**Cell classes on the final placement**

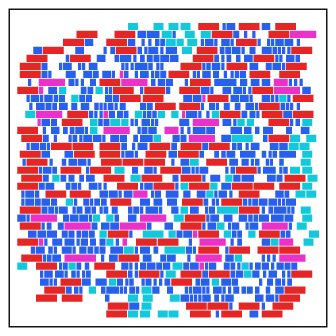
**Clock distribution**

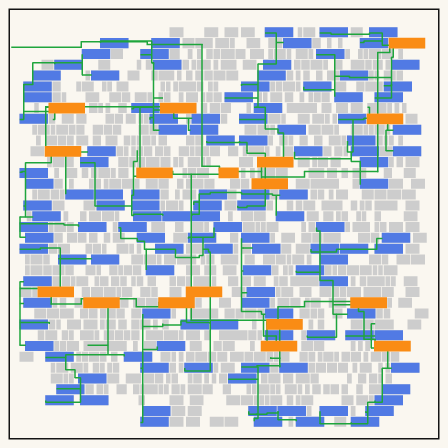
**Routing congestion map**

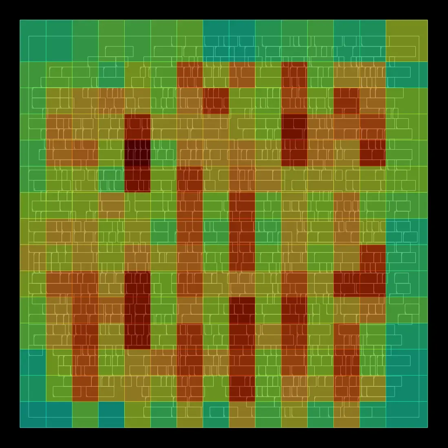
Design powerup_timer_bank, sky130hd; sources not shown.
==> flow_summary.json <==
{
  "status": "complete, no violations",
  "detail_route.iter0.violations": 371,
  "port_buffers": 47,
  "grt_pass1_vias": 5578,
  "die-area_sq_um": 11600,
  "maxSlewHeadroom_pct": 44.2,
  "ys_ff": 128,
  "cts.sinks": 128,
  "antenna_found_initial": 0,
  "pre_cts_ws_ps": -174,
  "yosys_cells": 746,
  "fin_crit_sh_pct": 95.5,
  "tightestPinTransition_ps": 827,
  "top_cell": "dfxtp_1",
  "combinationalPowerShare_pct": 4.4,
  "syn_avg_cell_area_sq_um": 8.49,
  "timing_worst_setup_path_type": "reg2out",
  "synthTopCellsByArea": "dfxtp_1 (40%), nor2_1 (7.5%), xor2_1 (7.5%)",
  "r2r_slack_ps": 160,
  "first_pass_iters": 5,
  "yosys-stat-area_sq_um": 6330,
  "drv_cap": 0,
  "ctsHtreeMaxLevel": 4,
  "fp.dieW_um": 108,
  "synthCells": 746,
  "ant_nets": 0,
  "ys_types": 63,
  "die_h_um": 108,
  "setup_viol": 0,
  "fmax_mhz": 419,
  "cts_setup_buffers": 0,
  "worst_slack_ps": 111,
  "fp-utilization_pct": 61.1,
  "grt_overflow": 0,
  "warning_count": 29,
  "place_area_sq_um": 7210,
  "holdBufCountCts": 0,
  "diodes": 0,
  "worstPathArrival_ps": 1740,
  "routed_wl_um": 14900,
  "ys.flop_type": "dfxtp_1",
  "switching_power_uw": 951,
  "drc": 0,
  "netlist_area_sq_um": 6330,
  "powerDensity_nw_per_um2": 578,
  "detail_route.vias_per_cell": 5.83,
  "tritoncts": "yes",
  "drive_above_1_share_pct": 10.2,
  "grt_usage_pct": 27.1,
  "cts-buffers-inserted": 17,
  "p_leak_nw": 2.65,
  "fin_tns_setup_ps": 0,
  "cp-start-kind": "flip-flop",
  "ios": 48,
  "cts_root_buffer": "clkbuf_8",
  "hold_path_depth": 2,
  "core_area_sq_um": 10400,
  "switching_share_pct": 21.2,
  "synth_top_area_share_pct": 40.5,
  "cp_max_fo": 5,
  "dp_hpwl_um": 10800,
  "whs_ps": 355,
  "grt_max_degree": 26,
  "fin_nets": 866,
  "grt_pass1_wl_um": 25300,
  "edf_count": 0,
  "common_cells": "dfxtp_1 (128), nor2_1 (126), nand2_1 (67), xor2_1 (54), nand3_1 (44)",
  "max-vdd-ir-drop_uv": 499,
  "yosysTopAreaCell": "dfxtp_1",
  "hold_viol_final": 0,
  "area_growth_pct": 22.2,
  "rsz0062_at_grt": "false",
  "rr_worst_depth": 5,
  "largest_register_ffs": 104,
  "min_path_type": "reg2reg",
  "finalPower_mw": 4.48,
  "seqPwrFrac_pct": 46.0,
  "path_clk_slew_ps": 60,
  "synth_warnings": 0,
  "clockBufferDepth": 2,
  "slew_viol_final": 0,
  "ys_seq_share_pct": 40.5
}
-- 'cell classes on the final placement' (at the start) --
legend:
  magenta:
    class: clock drivers and dummy loads
    cells: 31
  cyan:
    class: remaining buffers and delay cells
    cells: 89
  blue:
    class: remaining logic cells
    cells: 595
  red:
    class: registers
    cells: 128
fin area: 7740 sq um
final core occ: 74.7%
register share of the cell area: 33.1%
number of core rows: 37

-- 'clock distribution' (at the start) --
legend:
  blue:
    item: flip-flops
    count: 128
  green:
    item: clock wires
    length: 1,500 um
  orange:
    item: clock-net drivers
    count: 17
routed clock nets: 18
Clk. pwr: 2.22 mW
clk_lat worst skew: 530 ps
clock share of power: 49.6%

-- 'routing congestion map' (at the start) --
Most Used Layer, Global Route: met2
GR Util met3: 7.81%
Routed WL per cell: 15.3 um

==> worst max-delay path, cell delays in order (launching register included) <==
cell and delay [ps]:
dfxtp_1 370, or4_1 540, dlygate4sd2_1 310
==> cell type report <==
class                      instances  area, sq um
fill                             772         2630
tap                              136          170
clock inverter                     7         60.1
inverter                          18         67.6
clock buffer                      24          470
sequential                       128         2560
timing repair buffer              89          835
multi-input combinational        577         3580
==> repair_timing <==
action                                  CTS  global route
hold endpoints to repair                  0             0
endpoints found under the setup margin    1             0
gates resized                             1             0
==> cell usage in the layout (no fill, tap or decap), types with 15 or more instances in the layout <==
master | synthesis | layout
xor2_1 | 54 | 54
nor3_1 | 17 | 17
nor2_1 | 126 | 126
xnor2_1 | 38 | 38
a21oi_1 | 16 | 16
dfxtp_1 | 128 | 128
nand4_1 | 33 | 33
clkdlybuf4s50_1 | 0 | 46
nand3_1 | 44 | 44
nand2_1 | 67 | 67
clkbuf_16 | 0 | 16
buf_4 | 8 | 38
and3_1 | 18 | 18
inv_1 | 18 | 18
o21ai_0 | 15 | 15
==> logic make-up after synthesis <==
kind of cell,after synthesis,synth area share (%)
multiplexers,10,1.70
XOR/XNOR,92,12.7
buffers and inverters,41,3.06
AND-OR/OR-AND,69,7.43
AND/OR/NAND/NOR,394,32.3
adder cells (fa/ha/maj),12,2.37
flip-flops,128,40.5
==> metal layers <==
metal,vias to the layer above,GRT usage (%),routed length [um]
li1,2799,-,-
met1,2717,32.1,6370
met2,160,46.4,7350
met3,27,7.81,908
met4,0,10.3,302
met5,-,0,0
==> power by group through the flow <==
stage	logic (mW)	clock network, mW	registers, mW
floorplan	0.0801	0	2.10
global placement	0.192	0	2.10
detailed placement	0.197	0	2.10
CTS	0.198	2.24	2.06
global route	0.215	2.32	2.06
finish	0.199	2.22	2.06
Power and IR drop assume default switching activity.
